`src/rtl/hazard_pkg.sv`:
```
// -----------------------------------------------------------------------------
// hazard_pkg
//   Shared types and decode helpers for the pipeline hazard controller.
//   - XLEN          : instruction width seen by decode
//   - OPC_*         : RV32I major opcodes used by the hazard decode
//   - ctrl_state_e  : controller FSM state {RUN, FLUSH}
//   - trk_entry_t   : one in-flight destination tracker entry {valid, rd, is_load}
//   - uses_rs1 / uses_rs2 / writes_rd : register usage by opcode
// -----------------------------------------------------------------------------
package hazard_pkg;

    localparam int XLEN = 32;

    localparam logic [6:0] OPC_LOAD   = 7'b0000011;
    localparam logic [6:0] OPC_OP_IMM = 7'b0010011;
    localparam logic [6:0] OPC_AUIPC  = 7'b0010111;
    localparam logic [6:0] OPC_STORE  = 7'b0100011;
    localparam logic [6:0] OPC_OP     = 7'b0110011;
    localparam logic [6:0] OPC_LUI    = 7'b0110111;
    localparam logic [6:0] OPC_BRANCH = 7'b1100011;
    localparam logic [6:0] OPC_JALR   = 7'b1100111;
    localparam logic [6:0] OPC_JAL    = 7'b1101111;

    typedef enum logic {
        RUN   = 1'b0,
        FLUSH = 1'b1
    } ctrl_state_e;

    typedef struct packed {
        logic       valid;
        logic [4:0] rd;
        logic       is_load;
    } trk_entry_t;

    function automatic logic uses_rs1(input logic [6:0] opcode);
        case (opcode)
            OPC_OP, OPC_OP_IMM, OPC_BRANCH, OPC_LOAD, OPC_STORE, OPC_JALR: return 1'b1;
            default:                                                      return 1'b0;
        endcase
    endfunction

    function automatic logic uses_rs2(input logic [6:0] opcode);
        case (opcode)
            OPC_OP, OPC_BRANCH, OPC_STORE: return 1'b1;
            default:                       return 1'b0;
        endcase
    endfunction

    function automatic logic writes_rd(input logic [6:0] opcode);
        case (opcode)
            OPC_OP, OPC_OP_IMM, OPC_LUI, OPC_AUIPC, OPC_JAL, OPC_JALR, OPC_LOAD: return 1'b1;
            default:                                                           return 1'b0;
        endcase
    endfunction

endpackage

```
`src/rtl/hazard_scoreboard.sv`:
```
// -----------------------------------------------------------------------------
// hazard_scoreboard
//   Three-entry tracker of in-flight destination registers (EX, MEM, WB) and
//   the compare against the source registers of the instruction in decode.
//   Build option HAZARD_FORWARD_EN: when defined, an EX/MEM bypass is assumed
//   and only a load in EX feeding decode is a hazard; otherwise any match in
//   EX, MEM or WB is a hazard.
// Ports
//   clk      in   core clock
//   rst      in   synchronous active-low reset, clears all entries
//   id_instr in   instruction currently in decode
//   advance  in   shift EX->MEM->WB->drop this cycle (low while memory is busy)
//   ex_load  in   decode instruction enters EX this cycle (else EX gets a bubble)
//   hazard   out  a used source of id_instr matches a tracked destination
// -----------------------------------------------------------------------------
module hazard_scoreboard
    import hazard_pkg::*;
(
    input  logic            clk,
    input  logic            rst,
    input  logic [XLEN-1:0] id_instr,
    input  logic            advance,
    input  logic            ex_load,
    output logic            hazard
);

    logic [6:0] opcode;
    logic [4:0] rs1, rs2, rd;
    logic       use1, use2;

    assign opcode = id_instr[6:0];
    assign rd     = id_instr[11:7];
    assign rs1    = id_instr[19:15];
    assign rs2    = id_instr[24:20];
    assign use1   = uses_rs1(opcode);
    assign use2   = uses_rs2(opcode);

    trk_entry_t ex_q, mem_q, wb_q, ex_d;

    // NOTE: every variable assigned in always_comb gets a default first, so
    // no path leaves it unassigned and no latch is inferred.
    always_comb begin
        ex_d         = '0;
        ex_d.valid   = ex_load & writes_rd(opcode);
        ex_d.rd      = rd;
        ex_d.is_load = (opcode == OPC_LOAD);
    end

    // NOTE: sequential state uses non-blocking assignments so the three
    // entries shift together on the same edge instead of collapsing.
    always_ff @(posedge clk) begin
        if (!rst) begin
            ex_q  <= '0;
            mem_q <= '0;
            wb_q  <= '0;
        end else if (advance) begin
            ex_q  <= ex_d;
            mem_q <= ex_q;
            wb_q  <= mem_q;
        end
    end

    // x0 is hard-wired zero, so reading it never waits on a producer.
    function automatic logic hit(input trk_entry_t e, input logic [4:0] rs);
        return e.valid && (e.rd == rs) && (rs != 5'd0);
    endfunction

`ifdef HAZARD_FORWARD_EN
    assign hazard = ex_q.is_load & ((use1 & hit(ex_q, rs1)) | (use2 & hit(ex_q, rs2)));
`else
    assign hazard = (use1 & (hit(ex_q, rs1) | hit(mem_q, rs1) | hit(wb_q, rs1)))
                  | (use2 & (hit(ex_q, rs2) | hit(mem_q, rs2) | hit(wb_q, rs2)));
`endif

    // Instruction fields and tracker bits that no hazard rule looks at.
    logic unused_bits;
    assign unused_bits = ^{id_instr[31:25], id_instr[14:12], mem_q, wb_q};

endmodule

```
`src/rtl/pipe_hazard_ctrl.sv`:
```
// -----------------------------------------------------------------------------
// pipe_hazard_ctrl
//   Pipeline controller for the 5-stage core: generates halt (stall) and
//   taken_branch (flush), sequences multi-cycle branch flushes and memory-busy
//   freezes, and counts stalled cycles.
//   Build option HAZARD_FORWARD_EN selects load-use-only hazards (see
//   hazard_scoreboard).
// Parameters
//   FLUSH_CYCLES  cycles taken_branch is held after a taken branch (1..7)
//   CNT_W         width of the saturating stall_cycles counter
// Ports
//   clk           in   core clock
//   rst           in   synchronous active-low reset
//   id_instr      in   instruction in decode
//   id_valid      in   id_instr is real (0 = bubble)
//   ex_branch_en  in   execute resolved a taken branch/jump this cycle
//   mem_busy      in   data memory not ready; freeze the whole pipe
//   halt          out  stall fetch/decode/execute (combinational)
//   taken_branch  out  kill younger instructions (decoded from state)
//   ex_bubble     out  a bubble enters EX this cycle
//   stall_cycles  out  saturating count of cycles with halt=1
// -----------------------------------------------------------------------------
module pipe_hazard_ctrl
    import hazard_pkg::*;
#(
    parameter int FLUSH_CYCLES = 2,
    parameter int CNT_W        = 32
) (
    input  logic             clk,
    input  logic             rst,
    input  logic [XLEN-1:0]  id_instr,
    input  logic             id_valid,
    input  logic             ex_branch_en,
    input  logic             mem_busy,
    output logic             halt,
    output logic             taken_branch,
    output logic             ex_bubble,
    output logic [CNT_W-1:0] stall_cycles
);

    localparam logic [2:0] FLUSH_LOAD = 3'(FLUSH_CYCLES - 1);

    ctrl_state_e state_q, state_d;
    logic [2:0]  cnt_q, cnt_d;
    logic        hazard;
    logic        ex_load;
    logic        in_flush;

    assign in_flush = (state_q == FLUSH);

    // A hazard keeps decode out of EX; the branch still moves the FSM to
    // FLUSH, so the stalled instruction is killed rather than replayed.
    assign ex_load = id_valid & ~hazard & (state_q == RUN);

    hazard_scoreboard u_scoreboard (
        .clk      (clk),
        .rst      (rst),
        .id_instr (id_instr),
        .advance  (~mem_busy),
        .ex_load  (ex_load),
        .hazard   (hazard)
    );

    always_ff @(posedge clk) begin
        if (!rst) begin
            state_q <= RUN;
            cnt_q   <= '0;
        end else begin
            state_q <= state_d;
            cnt_q   <= cnt_d;
        end
    end

    // mem_busy freezes state and counter; branches arriving in FLUSH belong
    // to instructions that are being killed and are ignored.
    always_comb begin
        state_d = state_q;
        cnt_d   = cnt_q;
        if (!mem_busy) begin
            case (state_q)
                RUN: begin
                    if (ex_branch_en) begin
                        state_d = FLUSH;
                        cnt_d   = FLUSH_LOAD;
                    end
                end
                FLUSH: begin
                    if (cnt_q == 3'd0) state_d = RUN;
                    else               cnt_d   = cnt_q - 3'd1;
                end
                default: state_d = RUN;
            endcase
        end
    end

    // While reset is asserted the registered state may still be stale, so
    // the state-derived terms are masked and only mem_busy reaches halt.
    assign halt         = mem_busy
                        | (rst & (((state_q == RUN) & id_valid & hazard) | in_flush));
    assign taken_branch = rst & in_flush;
    assign ex_bubble    = rst & ~mem_busy & ((id_valid & ~ex_load) | in_flush);

    always_ff @(posedge clk) begin
        if (!rst) begin
            stall_cycles <= '0;
        end else if (halt && (stall_cycles != {CNT_W{1'b1}})) begin
            stall_cycles <= stall_cycles + CNT_W'(1);
        end
    end

endmodule
```
`config.mk`:
```
export PLATFORM = sky130hd
export DESIGN_NAME = pipe_hazard_ctrl
export DESIGN_NICKNAME = d
export VERILOG_FILES = /design/src/rtl/hazard_pkg.sv /design/src/rtl/hazard_scoreboard.sv /design/src/rtl/pipe_hazard_ctrl.sv
export SDC_FILE = /design/constraint.sdc
export NUM_CORES = 1
export LEC_CHECK = 0
export CELL_PAD_IN_SITES_DETAIL_PLACEMENT = 1
export CELL_PAD_IN_SITES_GLOBAL_PLACEMENT = 2
export CORE_ASPECT_RATIO = 0.7
export CORE_MARGIN = 2
export CORE_UTILIZATION = 29
export CTS_CLUSTER_SIZE = 20
export DETAILED_ROUTE_END_ITERATION = 6
export GPL_TIMING_DRIVEN = 0
export PLACE_DENSITY_LB_ADDON = 0.1
export SLEW_MARGIN = 20
export SYNTH_ARGS = -nofsm -noshare
export SYNTH_HDL_FRONTEND = slang
export SYNTH_SLANG_ARGS = --single-unit
```
`constraint.sdc`:
```
create_clock -name clk -period 3.1 [get_ports clk]
set_input_delay 0.465 -clock clk [delete_from_list [all_inputs] [get_ports clk]]
set_output_delay 0.465 -clock clk [all_outputs]
set_load 0.005 [all_outputs]
```
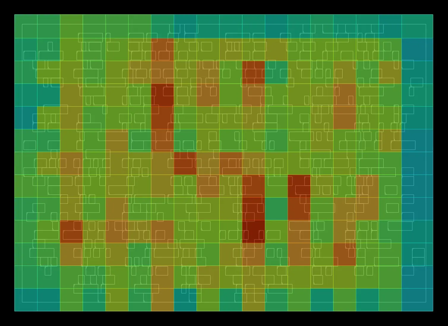
Fig. 1. Congestion heat map (run 1).
wire per inst: 18.0 um
met2 global-route usage: 26.3%
Overall Global Routing Usage: 18.4%

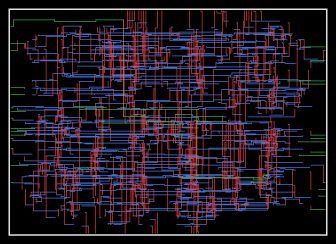
Fig. 2. Wiring by layer (run 1).
| layer | colour | wire length |
|---|---|---|
| M3 | green | 396 um |
| M1 | blue | 5520 um |
| M2 | red | 4200 um |
| M4 | orange | 82.3 um |
via count of the routed design: 3034
sum of routed wire length over all layers: 10200 um

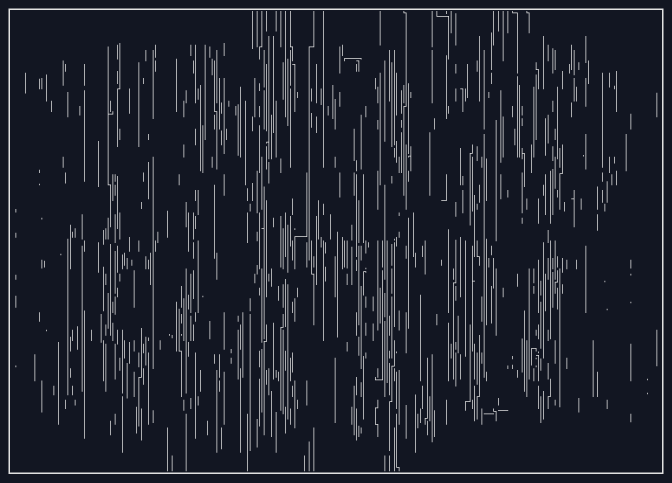
Fig. 3. Met2 routing (run 1).
main direction: vertical
wire length on this layer: 4200 um
nets with wire on the layer: 410
longest straight run: 47.3 um
share of all routed wire: 41%

==> flow_summary.json, run 1 <==
{
  "outcome": "completed",
  "finalCriticalPeriod_ns": 2.81,
  "synth-async-reset-ratio_pct": 0,
  "fin_worst_skew_ns": 0.00867,
  "final_instance_count_excl_fillers": 565,
  "layout.clock.cell_area_share_pct": 3.75,
  "non_clock_inverter_count": 6,
  "largest_area_cell": "dfxtp_1",
  "met3_track_demand_over_resource_pct": 3.63,
  "whs_ns": 0.484,
  "syn-cell-area_um2": 3060,
  "critical_path.reg2reg.startpoint": "stall_cycles[0]",
  "drt-vias-per-instance": 5.37,
  "p_leak_nw": 1.48,
  "mi_comb_count": 285,
  "areaGrowthSynthToFinish_pct": 31.8,
  "syn_avg_cell_area_um2": 8.34,
  "power.combinational.fraction_pct": 12.1,
  "worst_ep_required_ns": 2.63,
  "placement.cell_area_um2": 3830,
  "critical_path.endpoint_type": "output port",
  "timing.slew.headroom_pct": 50.1,
  "detail_route.wirelength.met1_um": 5520,
  "ys_top_cells_by_area": "dfxtp_1, mux2i_1, xor2_1, a21oi_1, o31ai_1",
  "ctsLongestPathBuffers": 2,
  "layout_top_cell": "dfxtp_1",
  "yosys_warnings": 0,
  "busiest_layer": "met1",
  "insertion_delay_ns": 0.30,
  "rr_worst_depth": 10,
  "finalWeightedCongestion": 0.841,
  "post_synth_most_frequent_cells": "dfxtp_1, a21oi_1, nor2_1",
  "final_critical_path_setup_slack_ns": 0.295,
  "numSequentialCells": 54,
  "synth.lib_cells_used.distinct": 43,
  "ys_cells": 367,
  "met3_wirelength_um": 396,
  "fmax_mhz": 356,
  "maxCapViolations": 0,
  "warning_count": 38,
  "holdCritPathClass": "reg2reg",
  "detailedPlacementHpwl_um": 7680,
  "clkbuf_count": 6,
  "initial_antenna_violation_count": 0,
  "antenna_violating_nets_post_route": 0,
  "htreeDepth": 2,
  "fillerInstances": 1208,
  "total_cell_area_reported_by_yosys_after_synthesis_um2": 3060,
  "dpl_worst_slack_ns": -0.675,
  "area.share.sequential_pct": 26.8,
  "num_antenna_cells": 0,
  "critical_path_arrival_ns": 2.34,
  "flop_area_um2": 1080,
  "yosysSeqAreaShare_pct": 35.3,
  "timing.critical_path.from_type": "input port",
  "worstPathMaxFanout": 19,
  "comb_cell_power_mw": 0.181,
  "num-nonclk-buffers": 80,
  "drt_drc_violations_left": 0,
  "switching_share_pct": 26.2,
  "vdd_drop_max_uv": 216,
  "hold_path_depth": 2,
  "dieHeight_um": 90.0,
  "number_of_flip_flops_in_the_largest_register": 32,
  "critPathKind": "in2out",
  "share_of_cells_above_drive_strength_1_pct": 7.16,
  "clock-root-buffer": "clkbuf_16",
  "seq_cell_power_mw": 0.721,
  "final_net_count": 472,
  "report.final.slew_viol_count": 0,
  "post_cts_resize_count": 25,
  "number_of_rows_in_the_core_area": 31,
  "top_power_group": "sequential cells",
  "wl_met2_um": 4200,
  "finalClockPeriodUsage_pct": 90.5,
  "crit_start": "id_instr[21]",
  "global_route.usage.met1_pct": 28.6,
  "syn_inst": 367,
  "first_pass_grt_wire_length_um": 16800,
  "layout.area.comb_um2": 1900,
  "clock_tree_from_tritoncts": "built",
  "clkSlewWorstSetupHoldPaths_ns": 0.07,
  "floorplan.die_area_um2": 11400,
  "layout.buffer.nonclock.area_share_pct": 17.6,
  "finish.instance_area_um2": 4040,
  "via_count_of_the_first_global_routing_pass": 3020,
  "core_area_um2": 10300,
  "top_layer_in_use": "met4",
  "hp-start": "cnt_q[1]",
  "n_tap_cell": 132,
  "p_clk_share_pct": 39.8,
  "internal-power_mw": 1.11,
  "timing.critical_path.to": "halt",
  "drt_first_iter_violations": 115,
  "power.net_switching_mw": 0.392,
  "most-common-layout-cells": "dfxtp_1, clkdlybuf4s50_1, a21oi_1",
  "cts.hold.buffers_added": 0,
  "sequentialPowerShare_pct": 48.1,
  "endpoints_failing_hold": 0,
  "clock-sinks": 54,
  "synth.ff_latch_count": 54,
  "numCtsBuffers": 5,
  "synth.net_count": 407,
  "cts_setup_buffers": 0,
  "report.power.total_mw": 1.50,
  "unrepaired_setup_endpoints_after_global_routing": "no",
  "firstDrtPassIters": 4,
  "global_route.overflow_total": 0,
  "finalCoreUtilization_pct": 39.1,
  "area.share.combinational_pct": 47.1,
  "r2r-end": "stall_cycles[8]",
  "placedCellCount": 559,
  "top_area_cell_class": "multi-input combinational cells",
  "largest-register": "stall_cycles",
  "io_buffer_count": 60,
  "pwr_per_cell_area_nw_per_um2": 371,
  "timing.final.setup_violations": 0,
  "powerClk_mw": 0.596,
  "maximum_number_of_pins_on_one_net_before_global_route_repair": 20,
  "worstMarginPinSlew_ns": 0.749,
  "count_of_flip_flops_with_a_built_in_enable_after_synthesis": 0,
  "die-width_um": 127,
  "flop_cell": "dfxtp_1",
  "fp-utilization_pct": 29.7,
  "holdPathEnd": "cnt_q[1]",
  "boundaryPins": 72,
  "netlist.top_cell.by_instances": "dfxtp_1",
  "timing.reg2reg.setup_slack_ns": 0.30,
  "top_cell_area_share_pct": 35.3,
  "timing.setup.tns_ns": 0
}
run 1: cell families (layout without fill, tap and decap cells):
kind of cell / Yosys count / after routing / synth area share, %
buffers and inverters: 28 / 94 / 4.25
AND-OR/OR-AND: 80 / 80 / 16.5
multiplexers: 21 / 21 / 6.87
flip-flops: 54 / 54 / 35.3
XOR/XNOR: 30 / 30 / 8.58
AND/OR/NAND/NOR: 151 / 151 / 27.3
adder cells (fa/ha/maj): 3 / 3 / 1.23
run 1: critical path: stages:
cell and delay (ns):
dlygate4sd2_1 0.30, or4_1 0.58, o211a_1 0.26, o311ai_1 0.10, o211a_1 0.25, buf_12 0.17, inv_4 0.07, dlymetal6s2s_1 0.15
==> run 2: changes to the inputs <==
--- a/config.mk
+++ b/config.mk
@@ -13,6 +13,7 @@
 export CTS_CLUSTER_SIZE = 20
 export DETAILED_ROUTE_END_ITERATION = 6
 export GPL_TIMING_DRIVEN = 0
+export MAX_ROUTING_LAYER = met4
 export PLACE_DENSITY_LB_ADDON = 0.1
 export SLEW_MARGIN = 20
 export SYNTH_ARGS = -nofsm -noshare
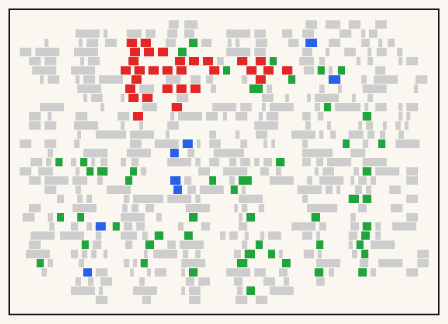
Fig. 4. Selected gate families (run 2).
| family | colour | cells |
|---|---|---|
| non-inverting ao/oa cells | blue | 8 |
| xor and xnor cells | red | 30 |
| and/or cells | green | 51 |
Final Instance Count excl. Fillers: 565
share of the final layout cell area in multi-input gates: 47.1%
Top cell excl fill/tap: dfxtp_1

==> flow_summary.json, run 2 <==
{
  "worst_ep_required_ns": 3.29,
  "critical_path.reg2reg.startpoint": "stall_cycles[0]",
  "non_clock_inverter_count": 6,
  "pwr_per_cell_area_nw_per_um2": 372,
  "worstPathMaxFanout": 10,
  "n_tap_cell": 132,
  "ctsLongestPathBuffers": 2,
  "cts.hold.buffers_added": 0,
  "top_cell_area_share_pct": 35.3,
  "firstDrtPassIters": 4,
  "finalWeightedCongestion": 0.854,
  "via_count_of_the_first_global_routing_pass": 3021,
  "syn_avg_cell_area_um2": 8.34,
  "final_net_count": 472,
  "clock_tree_from_tritoncts": "built",
  "area.share.sequential_pct": 26.8,
  "maxCapViolations": 0,
  "total_cell_area_reported_by_yosys_after_synthesis_um2": 3060,
  "initial_antenna_violation_count": 0,
  "finalCriticalPeriod_ns": 2.81,
  "die-width_um": 127,
  "report.power.total_mw": 1.50,
  "post_cts_resize_count": 25,
  "hp-start": "cnt_q[1]",
  "track_usage_pct": 19.0,
  "antenna_violating_nets_post_route": 0,
  "dpl_worst_slack_ns": -0.675,
  "largest-register": "stall_cycles",
  "numCtsBuffers": 5,
  "critical_path_arrival_ns": 3.01,
  "fillerInstances": 1208,
  "timing.critical_path.depth": 10,
  "yosysSeqAreaShare_pct": 35.3,
  "timing.slew.headroom_pct": 49.9,
  "areaGrowthSynthToFinish_pct": 31.8,
  "drt_first_iter_violations": 120,
  "warning_count": 38,
  "ys_top_cells_by_area": "dfxtp_1, mux2i_1, xor2_1, a21oi_1, o31ai_1",
  "layout.clock.cell_area_share_pct": 3.75,
  "outcome": "completed",
  "p_clk_share_pct": 39.9,
  "ys_cells": 367,
  "critical_path.n_buffers_inverters": 3,
  "rr_worst_depth": 10,
  "yosys_warnings": 0,
  "p_leak_nw": 1.48,
  "drt-vias-per-instance": 5.35,
  "flop_area_um2": 1080,
  "io_buffer_count": 60,
  "layout.area.comb_um2": 1900,
  "critPathKind": "reg2reg",
  "finalClockPeriodUsage_pct": 90.8,
  "boundaryPins": 72,
  "clkbuf_count": 6,
  "synth-async-reset-ratio_pct": 0,
  "clock-sinks": 54,
  "global_route.overflow_total": 0,
  "htreeDepth": 2,
  "final_critical_path_setup_slack_ns": 0.285,
  "cts_setup_buffers": 0,
  "r2r-end": "stall_cycles[8]",
  "internal-power_mw": 1.11,
  "timing.critical_path.from_type": "register",
  "maximum_number_of_pins_on_one_net_before_global_route_repair": 20,
  "syn-cell-area_um2": 3060,
  "finish.instance_area_um2": 4040,
  "top_power_group": "sequential cells",
  "num_antenna_cells": 0,
  "synth.net_count": 407,
  "share_of_cells_above_drive_strength_1_pct": 7.16,
  "flop_cell": "dfxtp_1",
  "placement.cell_area_um2": 3830,
  "slowest_stage": "dfxtp_1",
  "powerClk_mw": 0.598,
  "power.net_switching_mw": 0.393,
  "timing.reg2reg.setup_slack_ns": 0.29,
  "seq_cell_power_mw": 0.721,
  "crit_path_frequent_cell": "and3_1",
  "timing.setup.tns_ns": 0,
  "holdCritPathClass": "reg2reg",
  "unrepaired_setup_endpoints_after_global_routing": "no",
  "endpoints_failing_hold": 0,
  "clkSlewWorstSetupHoldPaths_ns": 0.07,
  "floorplan.die_area_um2": 11400,
  "post_synth_most_frequent_cells": "dfxtp_1, a21oi_1, nor2_1",
  "detailedPlacementHpwl_um": 7680,
  "synth.ff_latch_count": 54,
  "mi_comb_count": 285,
  "fp-utilization_pct": 29.7,
  "num-nonclk-buffers": 80,
  "top_area_cell_class": "multi-input combinational cells",
  "dieHeight_um": 90.0,
  "clock-root-buffer": "clkbuf_16",
  "routed_wirelength_um": 10200,
  "timing.critical_path.to": "stall_cycles[8]",
  "wire_per_inst_um": 18.0,
  "numSequentialCells": 54,
  "vdd_drop_max_uv": 216,
  "finalCoreUtilization_pct": 39.1,
  "synth.lib_cells_used.distinct": 43,
  "number_of_rows_in_the_core_area": 31,
  "fmax_mhz": 355,
  "count_of_flip_flops_with_a_built_in_enable_after_synthesis": 0,
  "sequentialPowerShare_pct": 48.1,
  "most-common-layout-cells": "dfxtp_1, clkdlybuf4s50_1, a21oi_1",
  "netlist.top_cell.by_instances": "dfxtp_1",
  "largest_area_cell": "dfxtp_1",
  "routed-via-count": 3022,
  "worstMarginPinSlew_ns": 0.751,
  "core_area_um2": 10300,
  "switching_share_pct": 26.2,
  "whs_ns": 0.484,
  "cp_cell_sequence": "ha_1, and3_1, and3_1, and4_1, and3_1, buf_2, clkbuf_4, clkbuf_4, nor4_1, o21a_1",
  "critical_path.endpoint_type": "register"
}
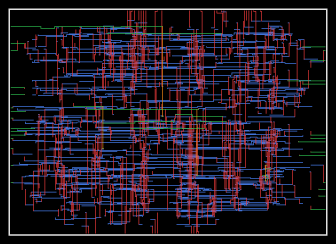
Fig. 5. Wiring by layer (run 2).
| layer | colour | wire length |
|---|---|---|
| M4 | orange | 85.7 um |
| M3 | green | 401 um |
| M1 | blue | 5550 um |
| M2 | red | 4140 um |

==> run 2: logic make-up after synthesis <==
logic type | after synthesis | synth area share [%]
AND-OR/OR-AND | 80 | 16.5
multiplexers | 21 | 6.87
XOR/XNOR | 30 | 8.58
flip-flops | 54 | 35.3
buffers and inverters | 28 | 4.25
adder cells (fa/ha/maj) | 3 | 1.23
AND/OR/NAND/NOR | 151 | 27.3
==> run 2: routing by layer <==
metal	wire length, um	track usage [%]	up-vias	part of all wire, %
met3	400	3.57	9	3.9
met1	5550	28.7	1470	55
li1	-	-	1489	-
met5	0	-	-	0
met2	4140	26.3	54	41
met4	85	3.39	0	0.84
